**config.mk**
```make
export PLATFORM = sky130hd
export DESIGN_NAME = lsu_mem_if
export DESIGN_NICKNAME = d
export VERILOG_FILES = /design/src/rtl/lsu_pkg.sv /design/src/rtl/lsu_align.sv /design/src/rtl/lsu_mem_if.sv
export SDC_FILE = /design/constraint.sdc
export NUM_CORES = 1
export LEC_CHECK = 0
export ABC_CLOCK_PERIOD_IN_PS = 2050
export CAP_MARGIN = 20
export CORE_ASPECT_RATIO = 0.5
export CORE_MARGIN = 2
export CORE_UTILIZATION = 46
export CTS_CLUSTER_DIAMETER = 40
export DETAILED_ROUTE_END_ITERATION = 12
export HOLD_SLACK_MARGIN = 0.1
export PLACE_DENSITY_LB_ADDON = 0.1
export SKIP_CTS_REPAIR_TIMING = 1
export SYNTH_ARGS = -nofsm -noshare
export SYNTH_HDL_FRONTEND = slang
export SYNTH_SLANG_ARGS = --single-unit
```
**constraint.sdc**
```tcl
create_clock -name clk -period 2.05 [get_ports clk]
set_input_delay 0.41 -clock clk [delete_from_list [all_inputs] [get_ports clk]]
set_output_delay 0.41 -clock clk [all_outputs]
set_load 0.02 [all_outputs]
```
**src/rtl/lsu_pkg.sv**
```systemverilog
// Shared load/store unit definitions: access-mode encodings, FSM states and
// decode helpers used by the LSU, the data memory decode and the control unit.
package lsu_pkg;

  localparam int unsigned LSU_DW = 32;

  // AddrMode encodings; any value with bit 3 set is a NOP.
  typedef enum logic [3:0] {
    AM_LB  = 4'b0000,
    AM_LH  = 4'b0001,
    AM_LW  = 4'b0010,
    AM_LBU = 4'b0011,
    AM_LHU = 4'b0100,
    AM_SB  = 4'b0101,
    AM_SH  = 4'b0110,
    AM_SW  = 4'b0111,
    AM_NOP = 4'b1000
  } addr_mode_e;

  typedef enum logic [1:0] {
    IDLE,
    BEAT0,
    BEAT1,
    RESP
  } lsu_state_e;

  // Access size in bytes; 0 for NOP.
  function automatic logic [2:0] size_of(input addr_mode_e mode);
    case (mode)
      AM_LB, AM_LBU, AM_SB: size_of = 3'd1;
      AM_LH, AM_LHU, AM_SH: size_of = 3'd2;
      AM_LW, AM_SW:         size_of = 3'd4;
      default:              size_of = 3'd0;
    endcase
  endfunction

  function automatic logic is_store(input addr_mode_e mode);
    is_store = (mode inside {AM_SB, AM_SH, AM_SW});
  endfunction

  function automatic logic is_load(input addr_mode_e mode);
    is_load = (mode inside {AM_LB, AM_LH, AM_LW, AM_LBU, AM_LHU});
  endfunction

endpackage

```
**src/rtl/lsu_align.sv**
```systemverilog
// Combinational lane alignment: positions store data/strobes across a
// two-word window and extracts/extends load data from the beat buffer.
module lsu_align
  import lsu_pkg::*;
(
  input  addr_mode_e                st_mode,
  input  logic [1:0]                st_off,
  input  logic [LSU_DW-1:0]         st_wd,
  output logic [LSU_DW-1:0]         st_wdata_lo,
  output logic [LSU_DW-1:0]         st_wdata_hi,
  output logic [3:0]                st_strb_lo,
  output logic [3:0]                st_strb_hi,
  input  addr_mode_e                ld_mode,
  input  logic [1:0]                ld_off,
  input  logic [2*LSU_DW-1:0]       ld_buf,
  output logic [LSU_DW-1:0]         ld_data
);

  logic [3:0]          mask;
  logic [2*LSU_DW-1:0] wd64;
  logic [7:0]          st64;
  logic [LSU_DW-1:0]   x;

  // Store path: shift data and byte mask to the addressed lanes; loads/NOPs drive zeros.
  always_comb begin
    case (st_mode)
      AM_SB:   mask = 4'b0001;
      AM_SH:   mask = 4'b0011;
      AM_SW:   mask = 4'b1111;
      default: mask = 4'b0000;
    endcase
    wd64 = {{LSU_DW{1'b0}}, st_wd} << {st_off, 3'b000};
    st64 = {4'b0000, mask} << st_off;
    if (is_store(st_mode)) begin
      st_wdata_lo = wd64[LSU_DW-1:0];
      st_wdata_hi = wd64[2*LSU_DW-1:LSU_DW];
      st_strb_lo  = st64[3:0];
      st_strb_hi  = st64[7:4];
    end else begin
      st_wdata_lo = '0;
      st_wdata_hi = '0;
      st_strb_lo  = '0;
      st_strb_hi  = '0;
    end
  end

  // Load path: shift the addressed byte down to lane 0, then extend per mode.
  always_comb begin
    x = LSU_DW'(ld_buf >> {ld_off, 3'b000});
    case (ld_mode)
      AM_LB:   ld_data = {{24{x[7]}}, x[7:0]};
      AM_LH:   ld_data = {{16{x[15]}}, x[15:0]};
      AM_LBU:  ld_data = {24'b0, x[7:0]};
      AM_LHU:  ld_data = {16'b0, x[15:0]};
      AM_LW:   ld_data = x;
      default: ld_data = '0;
    endcase
  end

endmodule

```
**src/rtl/lsu_mem_if.sv**
```systemverilog
// CPU-side data memory initiator: accepts one load/store per handshake,
// issues one or two word-aligned bus beats, and returns extended load data.
module lsu_mem_if
  import lsu_pkg::*;
#(
  parameter int unsigned DATA_WIDTH = 32,
  parameter int unsigned ADDR_WIDTH = 32
) (
  input  logic                  clk,
  input  logic                  rst_n,
  input  logic                  req_valid,
  output logic                  req_ready,
  input  logic [3:0]            AddrMode,
  input  logic [ADDR_WIDTH-1:0] A,
  input  logic [DATA_WIDTH-1:0] WD,
  output logic [DATA_WIDTH-1:0] RD,
  output logic                  resp_valid,
  output logic                  mem_req,
  output logic                  mem_we,
  output logic [ADDR_WIDTH-1:0] mem_addr,
  output logic [DATA_WIDTH-1:0] mem_wdata,
  output logic [3:0]            mem_wstrb,
  input  logic                  mem_ready,
  input  logic [DATA_WIDTH-1:0] mem_rdata
);

  lsu_state_e              state, state_nxt;
  addr_mode_e              mode_in, mode_q;
  logic [1:0]              off_q;
  logic                    split_in, split_q;
  logic                    accept;
  logic [DATA_WIDTH-1:0]   wdata_lo, wdata_hi, wdata_hi_q;
  logic [3:0]              strb_lo, strb_hi, wstrb_hi_q;
  logic [2*DATA_WIDTH-1:0] beat_buf;
  logic [DATA_WIDTH-1:0]   ld_data;

  // Decode the live request: fold every 1xxx encoding onto NOP and flag straddling accesses.
  always_comb begin
    mode_in  = AddrMode[3] ? AM_NOP : addr_mode_e'(AddrMode);
    split_in = ({2'b00, A[1:0]} + {1'b0, size_of(mode_in)}) > 4'd4;
    accept   = req_valid && (state == IDLE);
  end

  lsu_align u_align (
    .st_mode     (mode_in),
    .st_off      (A[1:0]),
    .st_wd       (WD),
    .st_wdata_lo (wdata_lo),
    .st_wdata_hi (wdata_hi),
    .st_strb_lo  (strb_lo),
    .st_strb_hi  (strb_hi),
    .ld_mode     (mode_q),
    .ld_off      (off_q),
    .ld_buf      (beat_buf),
    .ld_data     (ld_data)
  );

  // State register.
  always_ff @(posedge clk or negedge rst_n) begin
    if (!rst_n) state <= IDLE;
    else        state <= state_nxt;
  end

  // Next-state logic.
  always_comb begin
    state_nxt = state;
    case (state)
      IDLE:    if (req_valid) state_nxt = AddrMode[3] ? RESP : BEAT0;
      BEAT0:   if (mem_ready) state_nxt = split_q ? BEAT1 : RESP;
      BEAT1:   if (mem_ready) state_nxt = RESP;
      RESP:    state_nxt = IDLE;
      default: state_nxt = IDLE;
    endcase
  end

  // Handshake outputs; req_ready is qualified by rst_n so every output reads 0 during reset.
  always_comb begin
    req_ready  = 1'b0;
    mem_req    = 1'b0;
    resp_valid = 1'b0;
    RD         = '0;
    case (state)
      IDLE:         req_ready = rst_n;
      BEAT0, BEAT1: mem_req = 1'b1;
      RESP: begin
        resp_valid = 1'b1;
        if (is_load(mode_q)) RD = ld_data;
      end
      default: ;
    endcase
  end

  // Op latches, registered bus fields and beat buffer; bus fields return to 0 after the last beat.
  always_ff @(posedge clk or negedge rst_n) begin
    if (!rst_n) begin
      mode_q     <= AM_NOP;
      off_q      <= '0;
      split_q    <= 1'b0;
      wdata_hi_q <= '0;
      wstrb_hi_q <= '0;
      beat_buf   <= '0;
      mem_we     <= 1'b0;
      mem_addr   <= '0;
      mem_wdata  <= '0;
      mem_wstrb  <= '0;
    end else begin
      case (state)
        IDLE: begin
          if (accept) begin
            mode_q   <= mode_in;
            off_q    <= A[1:0];
            split_q  <= split_in;
            beat_buf <= '0;
            if (!AddrMode[3]) begin
              mem_addr   <= {A[ADDR_WIDTH-1:2], 2'b00};
              mem_we     <= is_store(mode_in);
              mem_wdata  <= wdata_lo;
              mem_wstrb  <= strb_lo;
              wdata_hi_q <= wdata_hi;
              wstrb_hi_q <= strb_hi;
            end
          end
        end
        BEAT0: begin
          if (mem_ready) begin
            beat_buf[DATA_WIDTH-1:0] <= mem_rdata;
            if (split_q) begin
              mem_addr  <= mem_addr + ADDR_WIDTH'(4);
              mem_wdata <= wdata_hi_q;
              mem_wstrb <= wstrb_hi_q;
            end else begin
              mem_addr  <= '0;
              mem_we    <= 1'b0;
              mem_wdata <= '0;
              mem_wstrb <= '0;
            end
          end
        end
        BEAT1: begin
          if (mem_ready) begin
            beat_buf[2*DATA_WIDTH-1:DATA_WIDTH] <= mem_rdata;
            mem_addr  <= '0;
            mem_we    <= 1'b0;
            mem_wdata <= '0;
            mem_wstrb <= '0;
          end
        end
        default: ;
      endcase
    end
  end

endmodule

```
==> out/results.tsv, run 1 <==
stage	metric	value	unit
layout	clk_buf instances	23	
job	number of max-cap violations	0	
placement	dpl ws	-0.532	ns
placement	placed cell count	1437	
synthesis	Dominant flop cell	dfrtp_1	
status	status	complete, but fails checks	
floorplan	full die area	21000	µm²
clocking	Root Driver	clkbuf_16	
layout	Comb/total area	0.374	
synthesis	Synth Instances	909	
layout	most frequent logic cells in the routed design	162 x clkdlybuf4s50_1, 151 x dfrtp_1, 131 x buf_4, 83 x nand2_1, 76 x a22o_1	
layout	post-layout util	0.710	
synthesis	ys flops	159	
setup_path	Critical Path Sink	RD[16]	
setup_path	CP required	1.64	ns
detailed_routing	drt pass-1 iters	5	
pwr	leak pwr	5.91	nW
setup_path	worst reg-to-reg path cell count	11	
layout	Top class by area	logic gates	
final_timing	slew margin rel.	0.390	
status	failing checks	setup timing	
synthesis	Adders+Majority by Area	0.0118	
global_route	number of antenna violations at the first check in global routing	0	
clocking	CTS clk-pin slew, worst paths	0.07	ns
floorplan	tap cells	266	
final_timing	setup ws final	-0.505	ns
detailed_routing	Wirelength per Cell	21.2	µm
floorplan	row count	36	
final_timing	Setup Viol. Count Final	36	
## run 1: per-layer routing
| layer | track usage | wire length [µm] | part of all wire |
|---|---|---|---|
| met4 | 0.0865 | 539 | 0.017 |
| met5 | 0 | 0 | 0 |
| met3 | 0.0667 | 2440 | 0.076 |
| met2 | 0.453 | 15000 | 0.47 |
| met1 | 0.397 | 13900 | 0.44 |
## run 1: synthesized netlist by cell type, types with 19 or more instances
cell / instances
dfrtp_1: 158
nand2_1: 84
a22o_1: 76
nor2_1: 72
clkbuf_1: 54
a21oi_1: 45
o21ai_0: 42
mux4_2: 32
nor2b_1: 24
nand3_1: 23
mux2i_1: 21
nand4_1: 19
## run 1: registers in the layout (all words and copies together), names as in the netlist
register	cells
mode_q	4
wstrb_hi_q	3
mem_addr	30
beat_buf	56
wdata_hi_q	24
mem_wdata	32
state	2
off_q	2
mem_wstrb	4
mem_we	1
split_q	1
## run 1: report_power, final
part           leakage, nW  switching (mW)  internal [mW]
clock network        0.258            1.34           1.70
registers             2.09            1.13           4.36
logic                 3.56            5.97           6.16
total                 5.91            8.44           12.2
## run 1: stage by stage
stage,power [mW],TNS [ns],instance area (µm²),hold slack [ns]
finish,20.7,-12.17,13800,0.106
global route,21.7,-15.04,13800,0.201
CTS,18.9,-34.45,13100,0.208
detailed placement,15.7,-27.94,12600,0.467
global placement,15.5,-32.06,12600,0.462
floorplan,11.1,-0.909,9320,0.114
## run 1: kinds of logic after synthesis
| family | after synthesis |
|---|---|
| xor+xnor | 2 |
| simple gates | 309 |
| buf+inv | 93 |
| flops | 159 |
| mux | 68 |
| other cells | 1 |
| compound gates | 269 |
| fa+ha+maj | 8 |
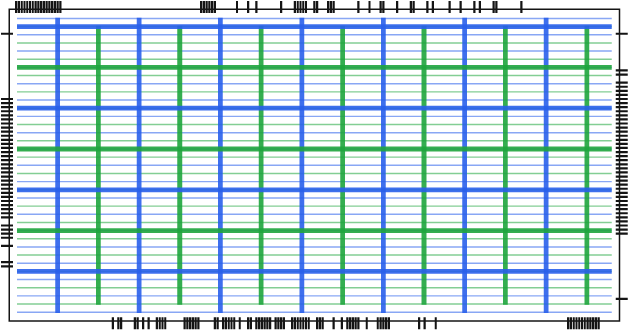
Run 1: PDN straps and rails
Scale: 3 px per µm. Pins as bars on the die edge.
net	colour
VDD	green
VSS	blue
met1 rails	37
met5 straps	7
signal pins	208
die width: 203 µm
Die Ht: 103 µm
Core ar.: 19400 µm²
Max VDD drop: 0.855 mV

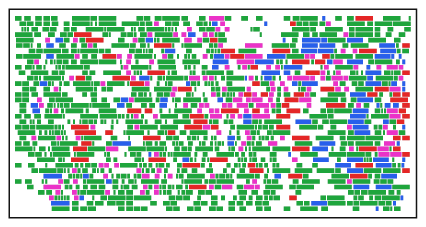
Run 1: drive-strength map
Scale: 2 px per µm.
size	colour	cells	most used
x6 and larger	red	77	buf_6
x2	blue	99	mux4_2
x3 and x4	magenta	169	buf_4
x1 and smaller	green	893	clkdlybuf4s50_1
Finished Cell Area: 13800 µm²
setup ws final: -0.505 ns
Buffers excl. clock: 373
area grow syn2layout: 51.5%

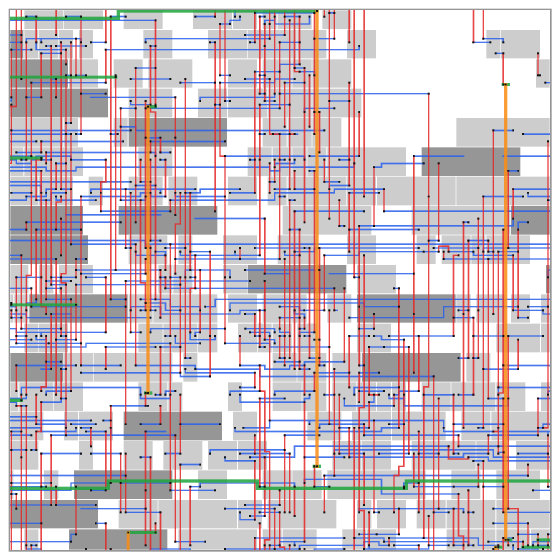
Run 1: a small window of the routed layout
Region (76, 47) to (126, 97) µm. Cells in grey, sequential cells in the stronger grey; small squares are vias.
layer	colour
M1	blue
M4	orange
M3	green
M2	red
cells with their middle in the window	180
most frequent	buf_4 (36), dfrtp_1 (16), nand2_1 (15)
sequential cells in the window	16
netlist names of flops here include	`mem_wdata` (3), `mem_wstrb` (3), `wstrb_hi_q` (3)

==> run 2: changes to the inputs <==
--- a/config.mk
+++ b/config.mk
@@ -12,7 +12,7 @@
 export CORE_UTILIZATION = 46
 export CTS_CLUSTER_DIAMETER = 40
 export DETAILED_ROUTE_END_ITERATION = 12
-export HOLD_SLACK_MARGIN = 0.1
+export HOLD_SLACK_MARGIN = 0.05
 export PLACE_DENSITY_LB_ADDON = 0.1
 export SKIP_CTS_REPAIR_TIMING = 1
 export SYNTH_ARGS = -nofsm -noshare
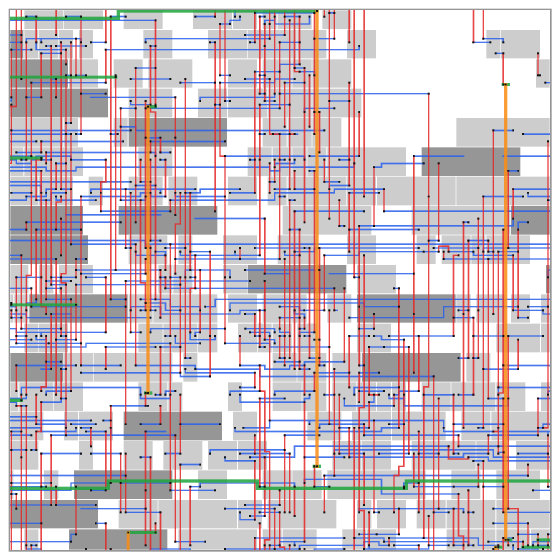
Run 2: a small window of the routed layout
Region (76, 47) to (126, 97) µm. Cells in grey, sequential cells in the stronger grey; small squares are vias.
layer	colour
M2	red
M1	blue
M4	orange
M3	green
most frequent	buf_4 (36), dfrtp_1 (16), nand2_1 (15)
netlist names of flops here include	`mem_wdata` (3), `mem_wstrb` (3), `wstrb_hi_q` (3)
sequential cells in the window	16
cells with their middle in the window	180

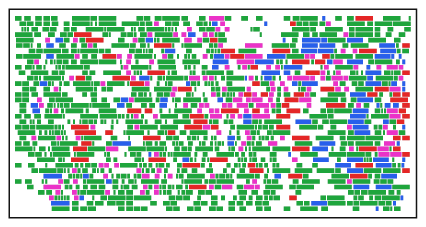
Run 2: drive-strength map
Scale: 2 px per µm.
size	colour	cells	most used
x6 and larger	red	77	buf_6
x1 and smaller	green	893	clkdlybuf4s50_1
x2	blue	99	mux4_2
x3 and x4	magenta	169	buf_4

==> out/results.tsv, run 2 <==
stage	metric	value	unit
pwr	Psw	8.44	mW
setup_path	worst reg-to-reg path cell count	11	
synthesis	Synth Instances	909	
floorplan	row count	36	
layout	register bank with the most flops	beat_buf	
floorplan	Die Ht	103	µm
pwr	Int Pwr	12.2	mW
pwr	Switching Fraction	0.408	
status	status	complete, but fails checks	
global_route	met1 Track Usage GR	0.397	
detailed_routing	M1 WL	13900	µm
detailed_routing	top layer in use	met4	
global_route	gr busiest metal	met2	
job	number of max-cap violations	0	
synthesis	Dominant flop cell	dfrtp_1	
layout	max reg flops	56	
pwr	Seq pwr share	0.266	
synthesis	ys flops	159	
final_timing	setup ws final	-0.505	ns
global_route	number of antenna violations at the first check in global routing	0	
floorplan	Core ar.	19400	µm²
final_timing	Setup Viol. Count Final	36	
detailed_routing	metal3 WL	2440	µm
global_route	M2 GR Usage	0.453	
synthesis	most common cell in the synthesized netlist	dfrtp_1	
detailed_routing	drt pass-1 iters	5	
pwr	Max VDD drop	0.855	mV
clocking	CTS clk-pin slew, worst paths	0.07	ns
layout	area grow syn2layout	51.5	%
detailed_routing	Wirelength per Cell	21.2	µm
status	failing checks	setup timing	
synthesis	top cells by count, synth	158 x dfrtp_1, 84 x nand2_1, 76 x a22o_1, 72 x nor2_1, 54 x clkbuf_1	
setup_path	Critical Path Sink	RD[16]	
pwr	Logic pwr share	0.587	
[run 2: cell counts after synthesis]
Identical to the previous run, type by type.
[run 2: cell families (layout without fill, tap and decap cells)]
| logic type | count (synthesis) | after routing | synth area share |
|---|---|---|---|
| other | 1 | 2 | 0.000412 |
| flip-flops | 159 | 159 | 0.437 |
| buffers and inverters | 93 | 421 | 0.0407 |
| multiplexers | 68 | 68 | 0.121 |
| adder cells (fa/ha/maj) | 8 | 8 | 0.0118 |
| AND/OR/NAND/NOR | 309 | 309 | 0.170 |
| AND-OR/OR-AND | 269 | 269 | 0.217 |
| XOR/XNOR | 2 | 2 | 0.00193 |
[run 2: power groups by stage]
stage	Clock, mW	Sequential, mW	Combinational [mW]
floorplan	0	5.79	5.36
global placement	0	5.40	10.1
detailed placement	0	5.43	10.3
CTS	3.07	5.41	10.4
global route	3.23	5.63	12.9
finish	3.05	5.49	12.1
[run 2: worst max-delay path, cell delays in order, from the launching register on]
cell	delay (ns)
dfrtp_2	0.42
mux4_2	0.55
nand3b_1	0.13
and2_4	0.21
clkbuf_16	0.18
a21oi_2	0.06
buf_4	0.16
[run 2: area by class of cell]
type                       instances  area share
clock buffer                      23      0.0332
clock inverter                     9     0.00617
inverter                          16     0.00454
multi-input combinational        658       0.374
sequential                       159       0.289
tap                              266      0.0241
timing repair buffer             373       0.269
[run 2: stage by stage]
stage | instance area [µm²] | utilization | total power [mW] | setup WS (ns)
2_1_floorplan | 9320 | - | 11.1 | -0.0831
3_3_place_gp | 12600 | 0.647 | 15.5 | -0.673
3_5_place_dp | 12600 | 0.648 | 15.7 | -0.532
4_1_cts | 13100 | 0.675 | 18.9 | -1.05
5_1_grt | 13800 | 0.710 | 21.7 | -0.570
6_report | 13800 | 0.710 | 20.7 | -0.505
Power is estimated from default activity; no workload was simulated.
